Figure 1. Metal 3.
Drawn at 4 px/um.
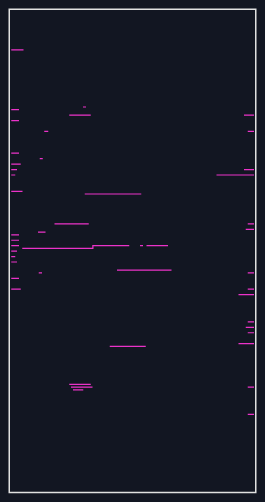
Figure 2. Clock network drawn from the DEF.
Drawn at 4 px/um.
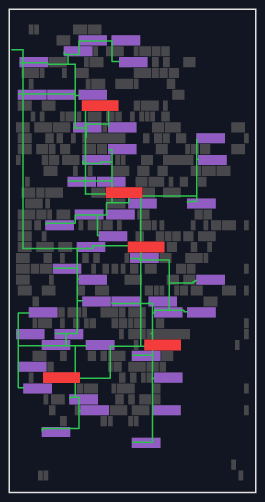
<file path="src/rtl/clk_div_gen_if.sv">
// Control/status bundle for clk_div_gen: run/load requests in, divided clock and status out.
interface clk_div_gen_if #(
   parameter int unsigned WIDTH = 8
);
   logic             en;
   logic             load;
   logic [WIDTH-1:0] period_in;
   logic [WIDTH-1:0] high_in;
   logic             clk_out;
   logic             tick;
   logic             busy;
   logic             cfg_err;
   logic [15:0]      periods;

   modport master (
      output en, load, period_in, high_in,
      input  clk_out, tick, busy, cfg_err, periods
   );

   modport slave (
      input  en, load, period_in, high_in,
      output clk_out, tick, busy, cfg_err, periods
   );
endinterface

</file>
<file path="src/rtl/clk_div_gen.sv">
// Programmable glitch-free clock divider with period/high-time reload at period boundaries.
// Optional completed-period counter enabled by defining CLK_DIV_GEN_PERIOD_CNT_EN.
module clk_div_gen #(
   parameter int unsigned WIDTH      = 8,
   parameter int unsigned DEF_PERIOD = 2,
   parameter int unsigned DEF_HIGH   = 1
) (
   input  logic          clk,
   input  logic          rst,
   clk_div_gen_if.slave  bus
);

   localparam logic [WIDTH-1:0] DEF_PER_W  = WIDTH'(DEF_PERIOD);
   localparam logic [WIDTH-1:0] DEF_HIGH_W = WIDTH'(DEF_HIGH);
   localparam logic [WIDTH-1:0] ONE_W      = WIDTH'(1);
   localparam logic [WIDTH-1:0] TWO_W      = WIDTH'(2);

   typedef enum logic [1:0] {
      IDLE = 2'd0,
      HIGH = 2'd1,
      LOW  = 2'd2
   } state_t;

   state_t           state_q, state_d;
   logic [WIDTH-1:0] cnt_q, cnt_d;
   logic [WIDTH-1:0] per_r_q, per_r_d;
   logic [WIDTH-1:0] high_r_q, high_r_d;
   logic [WIDTH-1:0] per_p_q, per_p_d;
   logic [WIDTH-1:0] high_p_q, high_p_d;
   logic             clk_out_q, clk_out_d;
   logic             tick_q, tick_d;
   logic             busy_q, busy_d;
   logic             cfg_err_q, cfg_err_d;

   logic             load_ok;
   logic [WIDTH-1:0] per_eff;
   logic [WIDTH-1:0] high_eff;
   logic [WIDTH-1:0] cnt_inc;
   logic             at_end;

   // Load qualification; a same-edge valid load is visible to a period start.
   always_comb begin
      load_ok  = bus.load
               && (bus.period_in >= TWO_W)
               && (bus.high_in != '0)
               && (bus.high_in < bus.period_in);
      per_eff  = load_ok ? bus.period_in : per_p_q;
      high_eff = load_ok ? bus.high_in   : high_p_q;
      cnt_inc  = cnt_q + ONE_W;
      at_end   = (cnt_q == (per_r_q - ONE_W));
   end

   // Next-state and registered-output decode.
   always_comb begin
      state_d   = state_q;
      cnt_d     = cnt_q;
      per_r_d   = per_r_q;
      high_r_d  = high_r_q;
      per_p_d   = per_eff;
      high_p_d  = high_eff;
      clk_out_d = clk_out_q;
      tick_d    = 1'b0;
      busy_d    = busy_q;
      cfg_err_d = bus.load && !load_ok;

      unique case (state_q)
         IDLE: begin
            cnt_d     = '0;
            clk_out_d = 1'b0;
            busy_d    = 1'b0;
            if (bus.en) begin
               state_d   = HIGH;
               per_r_d   = per_eff;
               high_r_d  = high_eff;
               clk_out_d = 1'b1;
               tick_d    = 1'b1;
               busy_d    = 1'b1;
            end
         end
         HIGH, LOW: begin
            busy_d = 1'b1;
            if (at_end) begin
               cnt_d = '0;
               if (bus.en) begin
                  state_d   = HIGH;
                  per_r_d   = per_eff;
                  high_r_d  = high_eff;
                  clk_out_d = 1'b1;
                  tick_d    = 1'b1;
               end else begin
                  state_d   = IDLE;
                  clk_out_d = 1'b0;
                  busy_d    = 1'b0;
               end
            end else begin
               // en is only looked at on the boundary, so phases are never cut short.
               cnt_d     = cnt_inc;
               clk_out_d = (cnt_inc < high_r_q);
               if (cnt_inc == high_r_q) begin
                  state_d = LOW;
               end
            end
         end
         default: begin
            state_d   = IDLE;
            cnt_d     = '0;
            clk_out_d = 1'b0;
            busy_d    = 1'b0;
         end
      endcase
   end

   // State and output registers; reset restores the default waveform settings.
   always_ff @(posedge clk) begin
      if (rst) begin
         state_q   <= IDLE;
         cnt_q     <= '0;
         per_r_q   <= DEF_PER_W;
         high_r_q  <= DEF_HIGH_W;
         per_p_q   <= DEF_PER_W;
         high_p_q  <= DEF_HIGH_W;
         clk_out_q <= 1'b0;
         tick_q    <= 1'b0;
         busy_q    <= 1'b0;
         cfg_err_q <= 1'b0;
      end else begin
         state_q   <= state_d;
         cnt_q     <= cnt_d;
         per_r_q   <= per_r_d;
         high_r_q  <= high_r_d;
         per_p_q   <= per_p_d;
         high_p_q  <= high_p_d;
         clk_out_q <= clk_out_d;
         tick_q    <= tick_d;
         busy_q    <= busy_d;
         cfg_err_q <= cfg_err_d;
      end
   end

   assign bus.clk_out = clk_out_q;
   assign bus.tick    = tick_q;
   assign bus.busy    = busy_q;
   assign bus.cfg_err = cfg_err_q;

`ifdef CLK_DIV_GEN_PERIOD_CNT_EN
   logic [15:0] periods_q;
   logic        period_done;

   assign period_done = (state_q != IDLE) && at_end;

   // Saturating count of completed periods.
   always_ff @(posedge clk) begin
      if (rst) begin
         periods_q <= 16'd0;
      end else if (period_done && (periods_q != 16'hFFFF)) begin
         periods_q <= periods_q + 16'd1;
      end
   end

   assign bus.periods = periods_q;
`else
   assign bus.periods = 16'd0;
`endif

endmodule

</file>
<file path="src/flat_wrapper.sv">
// flat-port wrapper written by rule: the top's interface ports become plain ports
module clk_div_gen_flat 
#(
   parameter int unsigned WIDTH      = 8,
   parameter int unsigned DEF_PERIOD = 2,
   parameter int unsigned DEF_HIGH   = 1
)
  (clk, rst, bus_en, bus_load, bus_period_in, bus_high_in, bus_clk_out, bus_tick, bus_busy, bus_cfg_err, bus_periods);
  clk_div_gen_if #(.WIDTH(WIDTH)) bus_i ();
  input  logic clk;
  input  logic rst;
  input wire logic [$bits(bus_i.en)-1:0] bus_en;
  input wire logic [$bits(bus_i.load)-1:0] bus_load;
  input wire logic [$bits(bus_i.period_in)-1:0] bus_period_in;
  input wire logic [$bits(bus_i.high_in)-1:0] bus_high_in;
  output wire logic [$bits(bus_i.clk_out)-1:0] bus_clk_out;
  output wire logic [$bits(bus_i.tick)-1:0] bus_tick;
  output wire logic [$bits(bus_i.busy)-1:0] bus_busy;
  output wire logic [$bits(bus_i.cfg_err)-1:0] bus_cfg_err;
  output wire logic [$bits(bus_i.periods)-1:0] bus_periods;
  assign bus_i.en = bus_en;
  assign bus_i.load = bus_load;
  assign bus_i.period_in = bus_period_in;
  assign bus_i.high_in = bus_high_in;
  assign bus_clk_out = bus_i.clk_out;
  assign bus_tick = bus_i.tick;
  assign bus_busy = bus_i.busy;
  assign bus_cfg_err = bus_i.cfg_err;
  assign bus_periods = bus_i.periods;
  clk_div_gen #(.WIDTH(WIDTH), .DEF_PERIOD(DEF_PERIOD), .DEF_HIGH(DEF_HIGH)) u_core (.clk(clk), .rst(rst), .bus(bus_i));
endmodule
</file>
<file path="config.mk">
export PLATFORM = sky130hd
export DESIGN_NAME = clk_div_gen_flat
export DESIGN_NICKNAME = d
export VERILOG_FILES = /design/src/rtl/clk_div_gen_if.sv /design/src/rtl/clk_div_gen.sv /design/src/flat_wrapper.sv
export SDC_FILE = /design/constraint.sdc
export NUM_CORES = 1
export LEC_CHECK = 0
export CORE_ASPECT_RATIO = 2
export CORE_UTILIZATION = 36
export CTS_BUF_LIST = sky130_fd_sc_hd__clkbuf_8 sky130_fd_sc_hd__clkbuf_16
export CTS_CLUSTER_SIZE = 8
export DETAILED_ROUTE_END_ITERATION = 8
export PLACE_DENSITY_LB_ADDON = 0.25
export SLEW_MARGIN = 10
export SYNTH_ARGS = -nofsm -noshare
export SYNTH_HDL_FRONTEND = slang
export SYNTH_SLANG_ARGS = --single-unit
export TNS_END_PERCENT = 10
</file>
<file path="constraint.sdc">
create_clock -name clk -period 4.8 [get_ports clk]
set_input_delay 0.72 -clock clk [delete_from_list [all_inputs] [get_ports clk]]
set_output_delay 0.72 -clock clk [all_outputs]
set_load 0.02 [all_outputs]
</file>
==> impl_metrics.json <==
{
  "m1WireLength_um": 2073,
  "timing.critical_path.to": "u_core.high_r_q[0]",
  "comb_power_share_pct": 39.3,
  "finalNonFillerCells": 391,
  "setup_ws_ns": 1.765,
  "setup_repair_after_global_routing_missed_its_margin": "no",
  "fmax_mhz": 329.5,
  "sh_comb_area_pct": 47.55,
  "yosys_warnings": 0,
  "detail-route-antenna-nets": 0,
  "nWellTaps": 88,
  "final.signal_buffer_count": 25,
  "post_dp_cell_area_um2": 2764,
  "rr_worst_depth": 8,
  "slew_viol_final": 0,
  "synthTopLogicFamily": "simple AND/OR/NAND/NOR gates",
  "synthesis.instances": 282,
  "critical_path.cell_chain": "clkdlybuf4s50_1 -> ha_1 -> o21ai_0 -> o21bai_1 -> a21oi_1 -> o21ai_2 -> mux2i_1 -> a31oi_1",
  "num-nets-final": 341,
  "worst_setup_path_end_kind": "register",
  "die_width_um": 61.24,
  "multi_input_comb_area_um2": 1409,
  "logic_gate_count": 203,
  "hold_end": "u_core.per_p_q[1]",
  "grt_pass1_wl_um": 9177,
  "synthDominantCellAreaShare_pct": 36.45,
  "n_sequential_cell": 46,
  "fin_crit_sh_pct": 63.22,
  "post-route-min-period_ns": 3.035,
  "grt_antenna_before_repair": 0,
  "clkSinkCount": 46,
  "power.leakage_uw": 0.001276,
  "global_route.overflow_total": 0,
  "flop_area_um2": 920.9,
  "tns_ns": 0,
  "timing_worst_setup_path_type": "input pin to register",
  "stage_log_warnings": 27,
  "placeableCoreArea_um2": 6674,
  "post-route-cell-area_um2": 2963,
  "synthAoiAreaFrac_pct": 14.26,
  "final_core_util_pct": 44.39,
  "hpwl_um": 4252,
  "place.port_buffers": 23,
  "outcome": "finished, final reports clean",
  "power.ir.vdd_worst_v": 0.0002502,
  "sequential_power_uw": 541,
  "critical_path.reg2reg.endpoint": "u_core.per_r_q[0]",
  "number_of_global_route_vias_before_repair": 1954,
  "avgRoutedWirePerCell_um": 13.76,
  "pre_cts_ws_ns": 1.435,
  "grt_util_met2_pct": 29.96,
  "initCoreUtil_pct": 37.85,
  "critical_path_arrival_ns": 3.19,
  "worst-path-stages": 8,
  "post-layout-total-power_uw": 1643,
  "post-cts-setup-buffers": 0,
  "synthAdderAreaFrac_pct": 9.411,
  "async_flop_share_pct": 0,
  "clkPwrFrac_pct": 27.8,
  "yosysTopAreaCell": "dfxtp_1",
  "post_synth_num_cell_types": 45,
  "worst_pin_slew_ns": 1.117,
  "drv.max_cap_violation_count": 0
}
Back to the opening pictures, Figure 1:
- longest straight run: 17.5 um
- main direction: horizontal

Back to the opening pictures, Figure 2:
- flip-flops: purple (count 46)
- clock wires: green (length 596 um)
- cells driving clock nets: red (count 5)
- routed clock nets: 6
Late-Pin Clk Latency: 0.29 ns
Worst Skew: 0.004002 ns

